File: config.mk
export PLATFORM = sky130hd
export DESIGN_NAME = alu4_bist
export DESIGN_NICKNAME = d
export VERILOG_FILES = /design/src/rtl/alu4_bist.sv
export SDC_FILE = /design/constraint.sdc
export NUM_CORES = 1
export LEC_CHECK = 0
export CAP_MARGIN = 15
export CELL_PAD_IN_SITES_DETAIL_PLACEMENT = 1
export CELL_PAD_IN_SITES_GLOBAL_PLACEMENT = 1
export CORE_ASPECT_RATIO = 1.75
export CORE_MARGIN = 2
export CORE_UTILIZATION = 39
export CTS_BUF_LIST = sky130_fd_sc_hd__clkbuf_4
export DETAILED_ROUTE_END_ITERATION = 7
export GPL_ROUTABILITY_DRIVEN = 1
export PLACE_DENSITY_LB_ADDON = 0.25
export SETUP_SLACK_MARGIN = 0.2
export SLEW_MARGIN = 0
export SYNTH_ARGS = -nofsm -noshare
export SYNTH_HDL_FRONTEND = slang
export SYNTH_SLANG_ARGS = --single-unit
File: constraint.sdc
create_clock -name clk -period 2.6 [get_ports clk]
set_input_delay 0.26 -clock clk [delete_from_list [all_inputs] [get_ports clk]]
set_output_delay 0.26 -clock clk [all_outputs]
set_load 0.005 [all_outputs]
File: src/rtl/alu4_bist.sv
// -----------------------------------------------------------------------------
// alu4_bist -- built-in self-test sequencer for a 4-bit ALU slice.
//
// The sequencer drives a fixed table of operand/function vectors onto an
// external ALU. It holds each vector while the ALU settles, compares the
// returned result (and carry-out, for the arithmetic groups) with the
// expected value, and reports a pass/fail summary when the table is done.
//
// Parameters
//   SETTLE      number of WAIT cycles between DRIVE and CHECK (legal 1..7)
//
// Build option
//   ALU4_BIST_SLT_EN  when defined, four set-less-than vectors (16..19) are
//                     appended after the SUB group. By default only vectors
//                     0..15 exist, and function select 11 is never driven.
//
// Ports
//   clk         in   clock, rising edge
//   rst         in   asynchronous active-high reset
//   start       in   run request, honoured only in IDLE or DONE
//   a, b, less  out  [3:0] operand and less drive to the ALU
//   cin, binv   out  carry-in and B-invert drive
//   sel1, sel0  out  function select drive (00 AND, 01 OR, 10 ADD, 11 SLT)
//   result      in   [3:0] ALU result
//   co          in   ALU carry-out
//   busy        out  high in DRIVE, WAIT and CHECK
//   done        out  high in DONE
//   pass        out  done with no mismatches
//   err_count   out  [4:0] mismatching vectors, saturating at 31
//   first_fail  out  [4:0] index of the first mismatch, 5'h1F if none
// -----------------------------------------------------------------------------
module alu4_bist #(
  parameter int SETTLE = 2
) (
  input  logic       clk,
  input  logic       rst,
  input  logic       start,
  output logic [3:0] a,
  output logic [3:0] b,
  output logic [3:0] less,
  output logic       cin,
  output logic       binv,
  output logic       sel1,
  output logic       sel0,
  input  logic [3:0] result,
  input  logic       co,
  output logic       busy,
  output logic       done,
  output logic       pass,
  output logic [4:0] err_count,
  output logic [4:0] first_fail
);

`ifdef ALU4_BIST_SLT_EN
  localparam logic [4:0] LAST_IDX = 5'd19;
`else
  localparam logic [4:0] LAST_IDX = 5'd15;
`endif

  localparam logic [4:0] NO_FAIL   = 5'h1F;
  localparam logic [4:0] ERR_MAX   = 5'd31;
  localparam logic [2:0] SETTLE_LAST = 3'(SETTLE - 1);

  typedef enum logic [2:0] {
    S_IDLE  = 3'd0,
    S_DRIVE = 3'd1,
    S_WAIT  = 3'd2,
    S_CHECK = 3'd3,
    S_DONE  = 3'd4
  } state_t;

  // One table entry: what to drive and what to expect back.
  typedef struct packed {
    logic [1:0] sel;
    logic       binv;
    logic       cin;
    logic [3:0] b;
    logic [3:0] less;
    logic [3:0] exp_res;
    logic       exp_co;
    logic       chk_co;
  } vec_t;

  // Registered ALU drive. 'a' is registered too so that reset forces it low.
  typedef struct packed {
    logic [3:0] a;
    logic [3:0] b;
    logic [3:0] less;
    logic       cin;
    logic       binv;
    logic [1:0] sel;
  } drive_t;

  // Vector table. Within each group of four, idx[1:0] picks the B operand;
  // the per-position constants below are packed with position 0 in the
  // least significant nibble/bit.
  function automatic vec_t lookup(input logic [4:0] idx);
    vec_t        v;
    logic [15:0] b_tbl;
    logic [15:0] res_tbl;
    logic [3:0]  co_tbl;
    logic [3:0]  bit_sel;
    v       = '0;
    b_tbl   = 16'hF410;
    res_tbl = 16'h0000;
    co_tbl  = 4'b0000;
    bit_sel = {idx[1:0], 2'b00};
    v.b     = b_tbl[bit_sel +: 4];
    case (idx[4:2])
      3'd0: begin
        v.sel   = 2'b00;
        res_tbl = 16'h5410;
      end
      3'd1: begin
        v.sel   = 2'b01;
        res_tbl = 16'hF555;
      end
      3'd2: begin
        v.sel    = 2'b10;
        res_tbl  = 16'h4965;
        co_tbl   = 4'b1000;
        v.chk_co = 1'b1;
      end
      3'd3: begin
        v.sel    = 2'b10;
        v.binv   = 1'b1;
        v.cin    = 1'b1;
        res_tbl  = 16'h6145;
        co_tbl   = 4'b0111;
        v.chk_co = 1'b1;
      end
`ifdef ALU4_BIST_SLT_EN
      3'd4: begin
        // SLT: the ALU passes 'less' through to result, so the expected
        // result is exactly the less value driven for that vector.
        v.sel   = 2'b11;
        v.binv  = 1'b1;
        v.cin   = 1'b1;
        v.less  = {3'b000, ~idx[0]};
        res_tbl = {12'h000, v.less};
        bit_sel = 4'd0;
      end
`endif
      default: begin
        v = '0;
      end
    endcase
    v.exp_res = res_tbl[bit_sel +: 4];
    v.exp_co  = co_tbl[idx[1:0]];
    return v;
  endfunction

  state_t     state_q, state_d;
  logic [4:0] idx_q, idx_d;
  logic [2:0] cnt_q, cnt_d;
  logic [4:0] err_q, err_d;
  logic [4:0] ff_q, ff_d;
  drive_t     drive_q, drive_d;

  vec_t       cur_vec;
  vec_t       nxt_vec;
  logic       mismatch;
  logic       launch;

  assign cur_vec  = lookup(idx_q);
  assign nxt_vec  = lookup(idx_d);
  assign mismatch = (result != cur_vec.exp_res) ||
                    (cur_vec.chk_co && (co != cur_vec.exp_co));
  assign launch   = ((state_q == S_IDLE) || (state_q == S_DONE)) && start;

  // ---------------------------------------------------------------------------
  // FSM: state register
  // ---------------------------------------------------------------------------
  always_ff @(posedge clk or posedge rst) begin
    if (rst) begin
      state_q <= S_IDLE;
    end else begin
      state_q <= state_d;
    end
  end

  // ---------------------------------------------------------------------------
  // FSM: next-state logic
  // ---------------------------------------------------------------------------
  always_comb begin
    state_d = state_q;
    case (state_q)
      S_IDLE,
      S_DONE:  if (start) state_d = S_DRIVE;
      S_DRIVE: state_d = S_WAIT;
      S_WAIT:  if (cnt_q == SETTLE_LAST) state_d = S_CHECK;
      S_CHECK: state_d = (idx_q == LAST_IDX) ? S_DONE : S_DRIVE;
      default: state_d = S_IDLE;
    endcase
  end

  // ---------------------------------------------------------------------------
  // FSM: outputs
  // ---------------------------------------------------------------------------
  always_comb begin
    busy = 1'b0;
    done = 1'b0;
    case (state_q)
      S_DRIVE,
      S_WAIT,
      S_CHECK: busy = 1'b1;
      S_DONE:  done = 1'b1;
      default: ;
    endcase
    pass = done && (err_q == 5'd0);
  end

  // ---------------------------------------------------------------------------
  // Datapath: index, settle counter, error bookkeeping, ALU drive
  // ---------------------------------------------------------------------------
  always_comb begin
    idx_d   = idx_q;
    cnt_d   = 3'd0;
    err_d   = err_q;
    ff_d    = ff_q;
    drive_d = drive_q;

    if (launch) begin
      idx_d = 5'd0;
      err_d = 5'd0;
      ff_d  = NO_FAIL;
    end

    if (state_q == S_WAIT) begin
      cnt_d = cnt_q + 3'd1;
    end

    if (state_q == S_CHECK) begin
      if (mismatch) begin
        if (err_q != ERR_MAX) err_d = err_q + 5'd1;
        if (ff_q == NO_FAIL)  ff_d  = idx_q;
      end
      if (idx_q != LAST_IDX) idx_d = idx_q + 5'd1;
    end

    // The drive registers load only on the edge that enters DRIVE, so the
    // ALU inputs stay frozen through WAIT and CHECK.
    if (state_d == S_DRIVE) begin
      drive_d.a    = 4'h5;
      drive_d.b    = nxt_vec.b;
      drive_d.less = nxt_vec.less;
      drive_d.cin  = nxt_vec.cin;
      drive_d.binv = nxt_vec.binv;
      drive_d.sel  = nxt_vec.sel;
    end
  end

  always_ff @(posedge clk or posedge rst) begin
    if (rst) begin
      idx_q   <= 5'd0;
      cnt_q   <= 3'd0;
      err_q   <= 5'd0;
      ff_q    <= NO_FAIL;
      drive_q <= '0;
    end else begin
      idx_q   <= idx_d;
      cnt_q   <= cnt_d;
      err_q   <= err_d;
      ff_q    <= ff_d;
      drive_q <= drive_d;
    end
  end

  assign a          = drive_q.a;
  assign b          = drive_q.b;
  assign less       = drive_q.less;
  assign cin        = drive_q.cin;
  assign binv       = drive_q.binv;
  assign sel1       = drive_q.sel[1];
  assign sel0       = drive_q.sel[0];
  assign err_count  = err_q;
  assign first_fail = ff_q;

endmodule
==> deck_impl_summary.md, run 1 <==
Run Summary

Final timing
  • Final Hold Vio Count: 0
  • Worst slew margin: 39.0%
  • Max frequency: 0.445 GHz
  • Slew Limit Fails: 0
  • Part of the cycle the worst path needs: 86.4%
  • Worst Hold Slack: 407 ps
  • Final setup violation count: 0

Power and ir drop
  • Power Density: 907 nW/um^2
  • Clk pwr share: 10.9%
  • P_int: 1.05 mW
  • Leak: 0.884 nW
  • P_sw: 0.666 mW
  • Max IR drop VDD: 0.000529 V
  • Clk power: 0.187 mW
  • Register share of total power: 44.0%
  • Largest Pwr Group: combinational cells
  • Power Total: 1.72 mW

Yosys
  • Synth warnings: 0
  • Top cells by area: dfrtp_1, dfstp_2, buf_4, ha_1, xnor2_1
  • Area leader share: 36.2%
  • Syn_area_per_cell: 10.1 um^2
  • Post-synth top flop: dfrtp_1
  • Cell count listed in synth_stat.txt: 157
  • Yosys Chip Area: 1590 um^2
  • Synth area leader: dfrtp_1
  • Synth top cell by count: dfrtp_1

Worst setup path
  • CP Class: flop to primary output
  • R2R Path End: cin
  • WP data required: 2340 ps
  • Worst setup startpoint: state_q[1]
  • WP depth: 4
  • Worst setup SP type: flop
  • Capture point of the worst path: pass
  • R2R Path Start: idx_q[0]
  • Critical Path Sink Type: primary output
  • CP max stage delay: 570 ps
  • Crit-path max FO: 5
  • Crit-path slowest cell: clkdlybuf4s50_1

Floorplan
  • Num ports: 37
  • Rows: 30
  • Fp util: 40.8%
  • Chip Area: 4630 um^2
  • Core Area: 3900 um^2

GRT
  • Gr busiest metal: met2
  • Global-route wire length before repair: 6180 um
  • Initial antenna violation count: 0
  • Largest net degree at the start of global routing: 25
  • Met3 Resource Use GR: 1.69%
  • GRT overflow: 0
  • Overall Global Routing Usage: 17.7%

Clock network
  • Clock Sinks: 28
  • CTS tree: done
  • Clock root cell: clkbuf_4
  • CTS max path bufs: 2
  • Postcts setup bufs: 0
  • Latest clock arrival within the worst-skew pair: 340 ps
  • Hold Buf Count CTS: 0
  • Number of H-tree levels: 1
  • CTS clk-pin slew, worst paths: 150 ps

Cells and area
  • Final std cells w/o fill: 230
  • Most instantiated logic cells after routing: clkdlybuf4s50_1, dfrtp_1, nand2_1
  • Area Overhead vs Synth: 19.0%
  • CLK BUF: 3
  • Commonest Layout Cell: clkdlybuf4s50_1
  • Logic cell area: 767 um^2
  • Antenna Cells: 0
  • FFs & Latches: 28
  • Final non-clock buffer share: 16.2%
  • Multi-input comb cells: 112
  • Non-clock buffers: 31
  • Nets: 197
  • Fill count: 453
  • Largest cell class: combinational gates
  • Design Area, Final: 1890 um^2

Drt
  • Iteration-0 DRC Markers: 14
  • Final WL: 3630 um
  • WL met2: 2020 um
  • Via count: 1236
  • Vias per cell: 5.37
  • Uppermost routed layer: met4
  • M1 WL: 1470 um
  • Pre-antenna DRT Iters: 4
  • WL met3: 71 um
  • Antenna Nets Post-Route: 0

Placement
  • Detail Placement HPWL: 2820 um
  • Gpl congestion: 0.792
  • Inst Count DP: 226
  • Placed Area: 1870 um^2

Run status
  • Outcome: completed

Run
  • Max_cap viols: 0
==> run 1: flip-flops by register name (all words and copies together), names as in the netlist <==
name / cells
a: 1
b: 3
cin: 1
cnt_q: 3
err_count: 5
first_fail: 5
idx_q: 5
sel0: 1
sel1: 1
state_q: 3
==> run 1: kinds of logic after synthesis <==
logic type               count (synthesis)  synth area share, %
other                                    1                0.236
XOR/XNOR                                 9                 4.95
adder cells (fa/ha/maj)                  6                 4.72
flip-flops                              28                 44.4
AND-OR/OR-AND                           27                 13.2
buffers and inverters                   22                 8.73
AND/OR/NAND/NOR                         60                 20.9
multiplexers                             4                 2.83
==> run 1: what timing repair did <==
item,CTS,global route
setup endpoints to repair,0,1
hold endpoints to repair,0,0
resized,0,1
Fig. 1: run 1, layout detail
Region (14, 14) to (39, 39) um. Cells in gray, sequential cells in the stronger gray; small squares are vias.
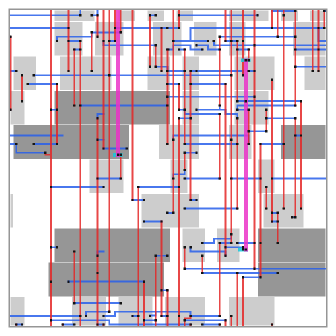
cyan -> metal 3
magenta -> metal 4
blue -> metal 1
red -> metal 2
cells with their middle in the window = 33
most frequent = dfrtp_1 (6), nor2_1 (3), o21ai_0 (3)
sequential cells in the window = 6

Fig. 2: run 1, ports around the boundary
Drawn at 6 px/um. Pins as bars across the die edge, other pins in gray.
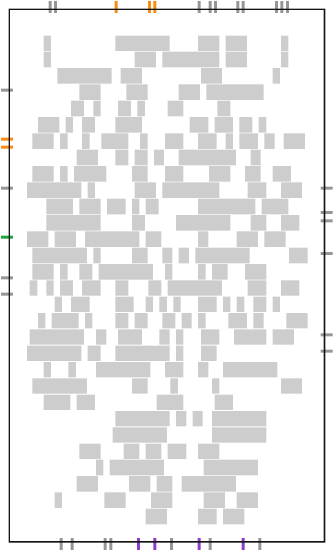
purple -> b  # pins 4, direction output, edge bottom
orange -> err_count  # pins 5, direction output, edge 3 top, 2 left
green -> done  # pins 1, direction output, edge left
die width: 52.3 um
number of port buffers: 30

Fig. 3: run 1, where the registers sit
Drawn at 4 px/um.
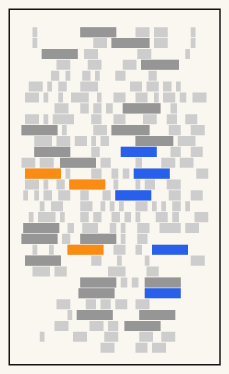
blue -> idx_q  # placed flops 5
orange -> state_q  # placed flops 3
not colored = 20
sequential power: 0.756 mW
Layout Utilization: 48.5%
flop share of the area: 37.3%
Flop area: 707 um^2

Fig. 4: run 1, selected gate families
Drawn at 4 px/um.
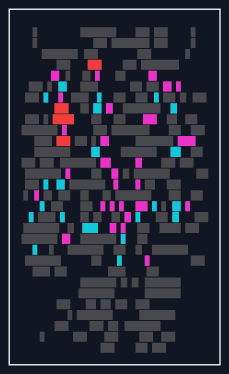

==> run 2, diff against run 1 <==
--- a/config.mk
+++ b/config.mk
@@ -9,6 +9,5 @@
 export CELL_PAD_IN_SITES_DETAIL_PLACEMENT = 1
 export CELL_PAD_IN_SITES_GLOBAL_PLACEMENT = 1
-export CORE_ASPECT_RATIO = 1.75
-export CORE_MARGIN = 2
+export CORE_MARGIN = 4
 export CORE_UTILIZATION = 39
 export CTS_BUF_LIST = sky130_fd_sc_hd__clkbuf_4
==> constraint.sdc (replaced) <==
create_clock -name clk -period 2.6 [get_ports clk]
set_input_delay 0.26 -clock clk [delete_from_list [all_inputs] [get_ports clk]]
set_output_delay 0.26 -clock clk [all_outputs]
set_load 0.01 [all_outputs]
Fig. 5: run 2, selected gate families
Drawn at 4 px/um.
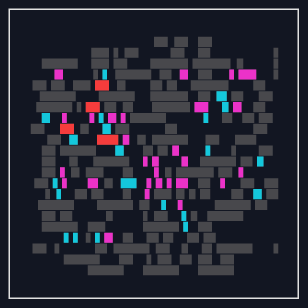
cyan -> nor cells  # cells 21
magenta -> nand cells  # cells 28
red -> mux cells  # cells 4
final std cells w/o fill: 230
combinational share of cell area: 40.4%
Commonest Layout Cell: clkdlybuf4s50_1

==> run 2 against run 1 <==
Compared with the run above:
- count of clock-buffer cells in the layout increased by 1
- die size increased by 12%
- power increased by 3.4%
- highest routed layer unchanged
- hold slack improved by 1.5 ps
- design area increased by 0.26%
- global-route usage decreased by 1.8 points
- largest cell class unchanged
- setup slack improved by 50 ps
- cell count unchanged
- utilization increased by 1.5 points
- via count decreased by 1.4%
==> deck_impl_summary.md, run 2 <==
Run Summary

Clock network
  • CTS clk-pin slew, worst paths: 160 ps (about the same)
  • Postcts setup bufs: 0 (unchanged)
  • Hold Buf Count CTS: 0 (unchanged)
  • Number of H-tree levels: 1 (unchanged)
  • Clock root cell: clkbuf_4
  • Latest clock arrival within the worst-skew pair: 330 ps (about the same)

Floorplan
  • Die width: 71.9 um (+37%)
  • Core Area: 3800 um^2 (-2.7%)
  • Chip Area: 5170 um^2 (+12%)
  • Fp util: 41.9% (+1.1 points)

Drt
  • Pre-antenna DRT Iters: 4 (unchanged)
  • M1 WL: 1620 um (+11%)
  • Final WL: 3830 um (+5.5%)
  • Antenna Nets Post-Route: 0 (unchanged)

Placement
  • Detail Placement HPWL: 2890 um (+2.5%)
  • Number of port buffers: 30 (unchanged)
  • Placed Area: 1870 um^2 (unchanged)

GRT
  • Met3 Resource Use GR: 2.24% (+0.55 points)
  • Largest net degree at the start of global routing: 25 (unchanged)
  • Overall Global Routing Usage: 15.9% (-1.8 points)
  • Gr busiest metal: met2
  • GRT overflow: 0 (unchanged)

Run status
  • Outcome: completed

Worst setup path
  • Crit-path slowest cell: dfrtp_1
  • Crit-path max FO: 14 (+9)
  • Worst setup SP type: flop
  • CP Class: flop to flop
  • Critical Path Sink Type: flop

Final timing
  • Max frequency: 0.455 GHz (+2.3%)
  • Part of the cycle the worst path needs: 84.5% (-1.9 points)
  • Final Hold Vio Count: 0 (unchanged)
  • Slew Limit Fails: 0 (unchanged)
  • Worst Hold Slack: 408 ps (+1.53 ps)
  • Worst slew margin: 38.3% (-0.68 points)

Cells and area
  • Design Area, Final: 1900 um^2 (+0.26%)
  • CLK BUF: 4 (+1)
  • Flop share of the area: 37.3% (about the same)
  • Final non-clock buffer share: 16.2% (-0.043 points)
  • Largest cell class: combinational gates
  • Antenna Cells: 0 (unchanged)
  • Most instantiated logic cells after routing: clkdlybuf4s50_1, dfrtp_1, nand2_1
  • Non-clock buffers: 31 (unchanged)
  • Layout Utilization: 50.0% (+1.5 points)

Yosys
  • Area leader share: 36.2% (unchanged)
  • Post-Synth AOI/OAI Area: 13.2% (unchanged)
  • Top cells by area: dfrtp_1, dfstp_2, buf_4, ha_1, xnor2_1
  • Yosys adder share: 4.72% (unchanged)
  • Xor+xnor area frac: 4.95% (unchanged)
  • Synth top cell by count: dfrtp_1

Power and ir drop
  • Register share of total power: 42.5% (-1.5 points)
Fig. 6: run 2, layout detail
Region (23, 9) to (48, 34) um. Cells in gray, sequential cells in the stronger gray; small squares are vias.
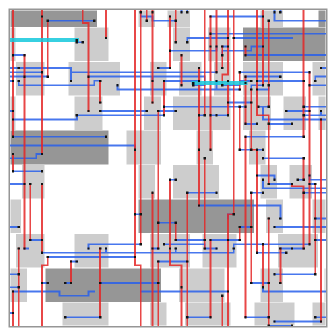
cyan -> metal 3
red -> metal 2
blue -> metal 1
most frequent = nand2_1 (5), o21ai_0 (4), clkdlybuf4s50_1 (4)
netlist names of flops here include = b (2)
cells with their middle in the window = 38
sequential cells in the window = 4

## run 2: power groups by stage
stage	Combinational [mW]	Sequential, mW	Clock, mW
floorplan	0.561	0.721	0
global placement	0.793	0.744	0
detailed placement	0.836	0.758	0
CTS	0.841	0.749	0.205
global route	0.911	0.785	0.227
finish	0.824	0.754	0.199
## run 2: path summary, 6_finish.rpt
path                       startpoint       endpoint  slack [ps]  cells after the start
max                          idx_q[2]   err_count[1]         400                      6
min                               rst       cnt_q[0]         410                      2
max reg2reg                  idx_q[2]   err_count[1]         400                      6
min reg2reg                  cnt_q[0]       cnt_q[0]         490                      1
max in group asynchronous         rst  first_fail[2]        1470                      3
min in group clk             cnt_q[0]       cnt_q[0]         490                      1
Power is estimated from default activity; no workload was simulated.
